==> src/rtl/core_sequencer_if.sv <==
// Bus bundle between the sequencer and its datapath: instruction memory,
// register-file/ALU control, the input port and status.
interface core_sequencer_if #(
    parameter int PC_W  = 8,
    parameter int CNT_W = 32
);
    logic              run_i;
    logic [PC_W-1:0]   imem_addr_o;
    logic [31:0]       imem_rdata_i;
    logic [4:0]        rf_a1_o;
    logic [4:0]        rf_a2_o;
    logic [4:0]        rf_a3_o;
    logic              rf_we_o;
    logic [1:0]        rf_ws_o;
    logic [3:0]        alu_op_o;
    logic              alu_flag_i;
    logic [31:0]       se_const_o;
    logic [31:0]       in_data_i;
    logic              in_valid_i;
    logic              in_ready_o;
    logic [31:0]       in_data_o;
    logic              halted_o;
    logic [CNT_W-1:0]  instr_cnt_o;

    // Sequencer side
    modport master (
        input  run_i, imem_rdata_i, alu_flag_i, in_data_i, in_valid_i,
        output imem_addr_o, rf_a1_o, rf_a2_o, rf_a3_o, rf_we_o, rf_ws_o,
               alu_op_o, se_const_o, in_ready_o, in_data_o, halted_o, instr_cnt_o
    );

    // Datapath / environment side
    modport slave (
        output run_i, imem_rdata_i, alu_flag_i, in_data_i, in_valid_i,
        input  imem_addr_o, rf_a1_o, rf_a2_o, rf_a3_o, rf_we_o, rf_ws_o,
               alu_op_o, se_const_o, in_ready_o, in_data_o, halted_o, instr_cnt_o
    );
endinterface

==> src/rtl/core_sequencer.sv <==
// Multi-cycle control FSM for the PC / imem / RF / ALU datapath.
// Owns the PC and instruction register, decodes IR fields into datapath
// controls, stalls input-port writes on a valid/ready handshake, halts on
// the illegal B&C encoding and counts retired instructions (saturating).
//
//   state   | meaning
//   --------+----------------------------------------------------------
//   IDLE    | paused; PC held; leaves when run_i=1
//   FETCH   | load IR from imem (or fall back to IDLE if run_i=0)
//   EXEC    | decode IR, sample alu_flag_i, resolve branch/plain/write
//   WAIT_IN | in_ready high until in_valid_i; captures in_data_i
//   WB      | one-cycle RF write strobe, then PC+1 and retire
//   HALT    | illegal encoding seen; frozen until reset
module core_sequencer #(
    parameter int PC_W  = 8,
    parameter int CNT_W = 32
) (
    input  logic             clk_i,
    input  logic             rst_i,
    core_sequencer_if.master bus
);
    typedef enum logic [2:0] {
        S_IDLE, S_FETCH, S_EXEC, S_WAIT_IN, S_WB, S_HALT
    } state_t;

    state_t            state, state_next;
    logic [PC_W-1:0]   pc, pc_next;
    logic [31:0]       ir;
    logic [31:0]       in_data;
    logic [CNT_W-1:0]  cnt;
    logic              ir_load, in_load, retire;

    logic              dec_b, dec_c, dec_we;
    logic [1:0]        dec_ws;
    logic [31:0]       se_const;
    logic [PC_W-1:0]   pc_inc, pc_rel;

    assign dec_b    = ir[31];
    assign dec_c    = ir[30];
    assign dec_we   = ir[29];
    assign dec_ws   = ir[28:27];
    assign se_const = {{24{ir[7]}}, ir[7:0]};

    // Branch targets are relative to the branching instruction and wrap at 2^PC_W.
    assign pc_inc = pc + PC_W'(1);
    assign pc_rel = pc + se_const[PC_W-1:0];

    // Next-state, PC update and load/retire strobes.
    always_comb begin
        state_next = state;
        pc_next    = pc;
        ir_load    = 1'b0;
        in_load    = 1'b0;
        retire     = 1'b0;
        case (state)
            S_IDLE: begin
                if (bus.run_i) state_next = S_FETCH;
            end
            S_FETCH: begin
                if (!bus.run_i) begin
                    state_next = S_IDLE;
                end else begin
                    ir_load    = 1'b1;
                    state_next = S_EXEC;
                end
            end
            S_EXEC: begin
                if (dec_b && dec_c) begin
                    state_next = S_HALT;
                end else if (dec_b) begin
                    pc_next    = pc_rel;
                    retire     = 1'b1;
                    state_next = S_FETCH;
                end else if (dec_c) begin
                    pc_next    = bus.alu_flag_i ? pc_rel : pc_inc;
                    retire     = 1'b1;
                    state_next = S_FETCH;
                end else if (dec_we) begin
                    state_next = (dec_ws == 2'b01) ? S_WAIT_IN : S_WB;
                end else begin
                    pc_next    = pc_inc;
                    retire     = 1'b1;
                    state_next = S_FETCH;
                end
            end
            S_WAIT_IN: begin
                if (bus.in_valid_i) begin
                    in_load    = 1'b1;
                    state_next = S_WB;
                end
            end
            S_WB: begin
                pc_next    = pc_inc;
                retire     = 1'b1;
                state_next = S_FETCH;
            end
            S_HALT: begin
                state_next = S_HALT;
            end
            default: begin
                state_next = S_IDLE;
            end
        endcase
    end

    // State, PC, IR, captured input and retire counter registers.
    always_ff @(posedge clk_i or posedge rst_i) begin
        if (rst_i) begin
            state   <= S_IDLE;
            pc      <= '0;
            ir      <= '0;
            in_data <= '0;
            cnt     <= '0;
        end else begin
            state <= state_next;
            pc    <= pc_next;
            if (ir_load) ir <= bus.imem_rdata_i;
            if (in_load) in_data <= bus.in_data_i;
            if (retire && (cnt != {CNT_W{1'b1}})) cnt <= cnt + CNT_W'(1);
        end
    end

    assign bus.imem_addr_o = pc;
    assign bus.rf_a1_o     = ir[22:18];
    assign bus.rf_a2_o     = ir[17:13];
    assign bus.rf_a3_o     = ir[12:8];
    assign bus.rf_ws_o     = dec_ws;
    assign bus.alu_op_o    = ir[26:23];
    assign bus.se_const_o  = se_const;
    assign bus.rf_we_o     = (state == S_WB);
    assign bus.in_ready_o  = (state == S_WAIT_IN);
    assign bus.in_data_o   = in_data;
    assign bus.halted_o    = (state == S_HALT);
    assign bus.instr_cnt_o = cnt;
endmodule
==> src/flat_wrapper.sv <==
// flat-port wrapper written by rule: the top's interface ports become plain ports
module core_sequencer_flat 
#(
    parameter int PC_W  = 8,
    parameter int CNT_W = 32
)
  (clk_i, rst_i, bus_run_i, bus_imem_rdata_i, bus_alu_flag_i, bus_in_data_i, bus_in_valid_i, bus_imem_addr_o, bus_rf_a1_o, bus_rf_a2_o, bus_rf_a3_o, bus_rf_we_o, bus_rf_ws_o, bus_alu_op_o, bus_se_const_o, bus_in_ready_o, bus_in_data_o, bus_halted_o, bus_instr_cnt_o);
  core_sequencer_if #(.PC_W(PC_W), .CNT_W(CNT_W)) bus_i ();
  input  logic clk_i;
  input  logic rst_i;
  input wire logic [$bits(bus_i.run_i)-1:0] bus_run_i;
  input wire logic [$bits(bus_i.imem_rdata_i)-1:0] bus_imem_rdata_i;
  input wire logic [$bits(bus_i.alu_flag_i)-1:0] bus_alu_flag_i;
  input wire logic [$bits(bus_i.in_data_i)-1:0] bus_in_data_i;
  input wire logic [$bits(bus_i.in_valid_i)-1:0] bus_in_valid_i;
  output wire logic [$bits(bus_i.imem_addr_o)-1:0] bus_imem_addr_o;
  output wire logic [$bits(bus_i.rf_a1_o)-1:0] bus_rf_a1_o;
  output wire logic [$bits(bus_i.rf_a2_o)-1:0] bus_rf_a2_o;
  output wire logic [$bits(bus_i.rf_a3_o)-1:0] bus_rf_a3_o;
  output wire logic [$bits(bus_i.rf_we_o)-1:0] bus_rf_we_o;
  output wire logic [$bits(bus_i.rf_ws_o)-1:0] bus_rf_ws_o;
  output wire logic [$bits(bus_i.alu_op_o)-1:0] bus_alu_op_o;
  output wire logic [$bits(bus_i.se_const_o)-1:0] bus_se_const_o;
  output wire logic [$bits(bus_i.in_ready_o)-1:0] bus_in_ready_o;
  output wire logic [$bits(bus_i.in_data_o)-1:0] bus_in_data_o;
  output wire logic [$bits(bus_i.halted_o)-1:0] bus_halted_o;
  output wire logic [$bits(bus_i.instr_cnt_o)-1:0] bus_instr_cnt_o;
  assign bus_i.run_i = bus_run_i;
  assign bus_i.imem_rdata_i = bus_imem_rdata_i;
  assign bus_i.alu_flag_i = bus_alu_flag_i;
  assign bus_i.in_data_i = bus_in_data_i;
  assign bus_i.in_valid_i = bus_in_valid_i;
  assign bus_imem_addr_o = bus_i.imem_addr_o;
  assign bus_rf_a1_o = bus_i.rf_a1_o;
  assign bus_rf_a2_o = bus_i.rf_a2_o;
  assign bus_rf_a3_o = bus_i.rf_a3_o;
  assign bus_rf_we_o = bus_i.rf_we_o;
  assign bus_rf_ws_o = bus_i.rf_ws_o;
  assign bus_alu_op_o = bus_i.alu_op_o;
  assign bus_se_const_o = bus_i.se_const_o;
  assign bus_in_ready_o = bus_i.in_ready_o;
  assign bus_in_data_o = bus_i.in_data_o;
  assign bus_halted_o = bus_i.halted_o;
  assign bus_instr_cnt_o = bus_i.instr_cnt_o;
  core_sequencer #(.PC_W(PC_W), .CNT_W(CNT_W)) u_core (.clk_i(clk_i), .rst_i(rst_i), .bus(bus_i));
endmodule
==> config.mk <==
export PLATFORM = sky130hd
export DESIGN_NAME = core_sequencer_flat
export DESIGN_NICKNAME = d
export VERILOG_FILES = /design/src/rtl/core_sequencer_if.sv /design/src/rtl/core_sequencer.sv /design/src/flat_wrapper.sv
export SDC_FILE = /design/constraint.sdc
export NUM_CORES = 1
export LEC_CHECK = 0
export CAP_MARGIN = 10
export CORE_MARGIN = 8
export CORE_UTILIZATION = 45
export CTS_BUF_LIST = sky130_fd_sc_hd__clkbuf_4 sky130_fd_sc_hd__clkbuf_8 sky130_fd_sc_hd__clkbuf_16
export DETAILED_ROUTE_END_ITERATION = 12
export PLACE_DENSITY = 0.81
export SLEW_MARGIN = 10
export SYNTH_ARGS = -nofsm -noshare
export SYNTH_HDL_FRONTEND = slang
export SYNTH_SLANG_ARGS = --single-unit
==> constraint.sdc <==
create_clock -name clk_i -period 4.5 [get_ports clk_i]
set_input_delay 0.9 -clock clk_i [delete_from_list [all_inputs] [get_ports clk_i]]
set_output_delay 0.9 -clock clk_i [all_outputs]
set_load 0.02 [all_outputs]
**Clock distribution**

The bar under the picture is 20 µm long.
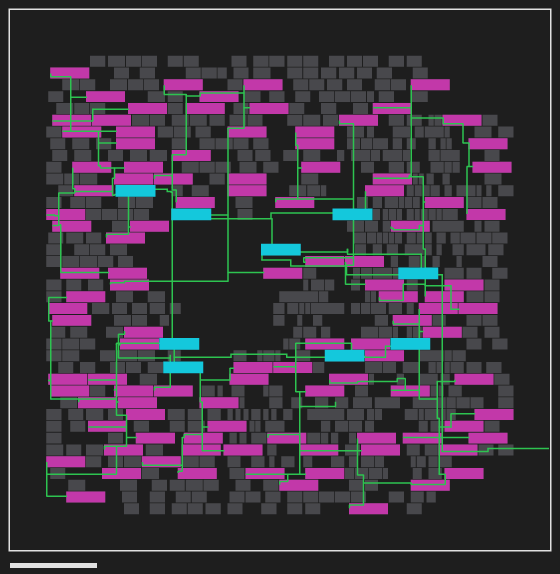
legend:
  green:
    item: clock wires
    length: 1,380 µm
  cyan:
    item: clock-net drivers
    count: 9
  magenta:
    item: flip-flops
    count: 107
routed clock nets: 10
flops lie: spread over the die
Clock Power Share: 0.423
clock network power consumption: 765 µW
worst-skew pair later-pin latency: 0.35 ns

**Routed metal, one color a layer**

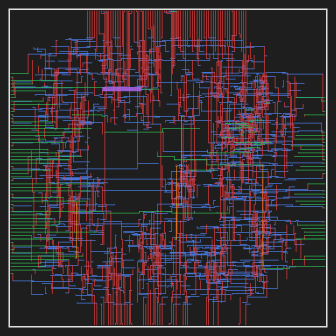
legend:
  green:
    layer: M3
    wire_length: 1,360 µm
  blue:
    layer: M1
    wire_length: 4,960 µm
  purple:
    layer: M5
    wire_length: 13.8 µm
  red:
    layer: M2
    wire_length: 6,940 µm
  orange:
    layer: M4
    wire_length: 127 µm

**Track usage over the die**

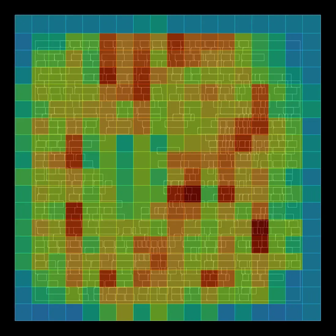
global routing usage on met1: 0.177
gr usage total: 0.173
Final Core Density: 0.641
DR WL/cell: 18.0 µm

**Met2 routing**

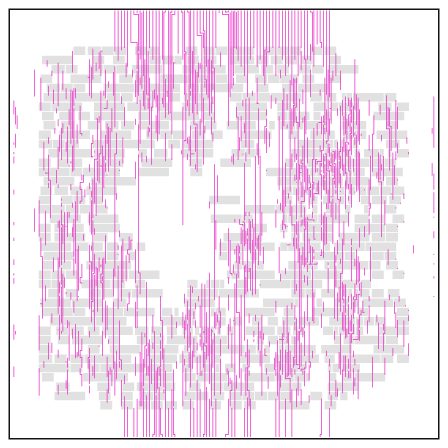
nets with wire on the layer: 628
longest straight run: 44.7 µm
main direction: vertical

**Metal 3**

The bar under the picture is 20 µm long.
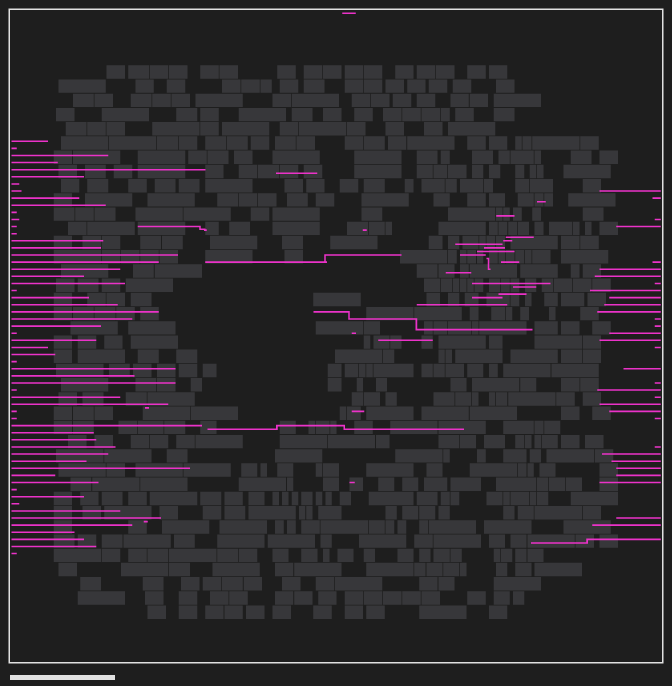
wire length on this layer: 1,360 µm
share of all routed wire: 10%
main direction: horizontal
nets with wire on the layer: 111

==> flow_summary.ini <==
; physical design summary
[route]
dr.first_iter.drc_count = 207
firstDrtPassIters = 4
vias_per_cell = 5.18
wl_um = 13400
ant_nets = 0
drc = 0

[final_layout]
area_growth_pct = 38.1
fin_area_um2 = 7350
drive_gt1_frac = 0.168
antenna_cells = 0
nets = 675
final_cell_mix = 196 x clkdlybuf4s50_1, 107 x dfrtp_1, 63 x mux2_2
layout_top_cell = clkdlybuf4s50_1

[floorplan]
rows = 39
die_area_um2 = 15600
dieWidth_um = 125
die_h_um = 125
fp_util = 0.464
ioPinCount = 197
core_um2 = 11500

[worst_setup_path]
cp-endpoint = bus_rf_we_o
r2r-start = u_core.ir[30]
cp-startpoint = u_core.state[1]
startpoint_type = flip-flop
critPathArrivalTime_ns = 1.95
crit_cells = 3
r2r_slack_ns = 2.33
worstRegToRegCells = 5
cp_top_family = buffers and inverters
crit_path_max_incr_delay_ns = 0.67
worst-path-buf-inv = 1
rr_endpoint = u_core.bus.instr_cnt_o[1]
crit_slowest_cell = clkdlybuf4s50_1
crit_fanout = 5
cp_cell_sequence = nand2b_1 -> nor2_1 -> clkdlybuf4s50_1
crit_path_end_kind = primary output
critPathKind = flip-flop to primary output

[timing]
fin_crit_sh = 0.632
period_minus_slack_ns = 2.85
setup_ws_ns = 1.65
rsz0062_at_grt = no
setup_viol = 0
finClkSkew_ns = 0.00822
max_clock_freq_mhz = 351
tightest_slew_ns = 0.843
slew_viol_final = 0
finalSetupTns_ns = 0
hold_slack_ns = 0.499

[pwr]
comb_cell_power_uw = 82.2
vdd_drop_max_v = 0.000188
power.density_nw_per_um2 = 246
pwr-share-seq = 0.531
p_seq_uw = 961
p_leak_nw = 3.28
power.total_mw = 1.81
power.switching_uw = 397
intPower_mw = 1.41
combPwrFrac = 0.045
switching_share = 0.219

[place]
place.port_buffers = 196
gp_congestion = 0.823
dpl-instance-area_um2 = 7060
pre_cts_slack_ns = 1.90
dp_hpwl_um = 10300
dp_cells = 728

[clocking]
h-tree-depth = 3
cts_setup_buffers = 0
clockBufferDepth = 2
cts_tree = done
cts_made_buffers = 9
cts.sinks = 107
hold_buffers = 0
cts_root_buf = clkbuf_16
path_clk_slew_ns = 0.07

[synthesis]
mux_area_frac = 0.137
synth.distinct_cells = 58
edf_count = 0
syn_avg_cell_area_um2 = 11.8
topCombFamilyByArea = multiplexers
yosysSeqAreaShare = 0.503
floorplan.nets = 528
yosysWarnings = 0
yosys_area_um2 = 5320
syn_inst = 449
flop_cell = dfrtp_1
simple_gate_area_frac = 0.130
ys_ff = 107
aoi_share = 0.0499
synthXorXnorAreaFrac = 0.0607

[outcome]
status = finished, final reports clean

[global_routing]
antenna_found_initial = 1
overflow = 0
grt_pass1_vias = 4273
grt_pass1_wl_um = 22100

[job]
maxCapViolations = 0

[hold_path]
holdPathEnd = u_core.ir[29]
hold_depth = 1
-- synthesized netlist by cell type (2+ instances only) --
cell type | n | share of area
nor3_1 | 5 | 0.0047
buf_4 | 53 | 0.075
o21ai_0 | 10 | 0.0094
inv_1 | 11 | 0.0078
nand2b_1 | 5 | 0.0059
xor2_1 | 11 | 0.018
buf_2 | 5 | 0.0047
or2_2 | 2 | 0.0024
o22ai_1 | 2 | 0.0024
mux2_2 | 63 | 0.13
nor2b_1 | 3 | 0.0035
o31ai_1 | 3 | 0.0042
nor2_1 | 18 | 0.013
and4_1 | 3 | 0.0049
ha_1 | 9 | 0.021
nand3_1 | 13 | 0.012
dfrtp_1 | 107 | 0.50
xnor2_1 | 24 | 0.040
and3_1 | 8 | 0.0094
and2_1 | 4 | 0.0047
clkbuf_1 | 6 | 0.0042
or3_1 | 2 | 0.0024
nand4b_1 | 3 | 0.0049
nand2_1 | 23 | 0.016
a21oi_1 | 13 | 0.012
nand4_1 | 9 | 0.011
a21o_1 | 3 | 0.0042
-- registers in the layout, indices dropped and copies added (netlist names) --
signal,cells
u_core.bus.imem_addr_o,8
u_core.bus.in_data_o,32
u_core.bus.instr_cnt_o,32
u_core.ir,32
u_core.state,3
-- routing by layer --
layer | vias up | share of wire | track usage
met4 | 2 | 0.0094 | 0.0390
met2 | 142 | 0.52 | 0.306
met1 | 1889 | 0.37 | 0.177
li1 | 1808 | - | -
met3 | 10 | 0.10 | 0.0911
met5 | - | 0.00097 | 0
-- final cells by class --
type                            count  area [µm²]  area share
Sequential cell                   107        2680       0.364
Multi-Input combinational cell    266        2160       0.294
Timing Repair Buffer              201        2000       0.272
Clock buffer                       10         239      0.0325
Tap cell                          143         179      0.0244
Clock inverter                      6        48.8     0.00664
Inverter                           11        43.8     0.00596
Power and IR drop assume default switching activity.
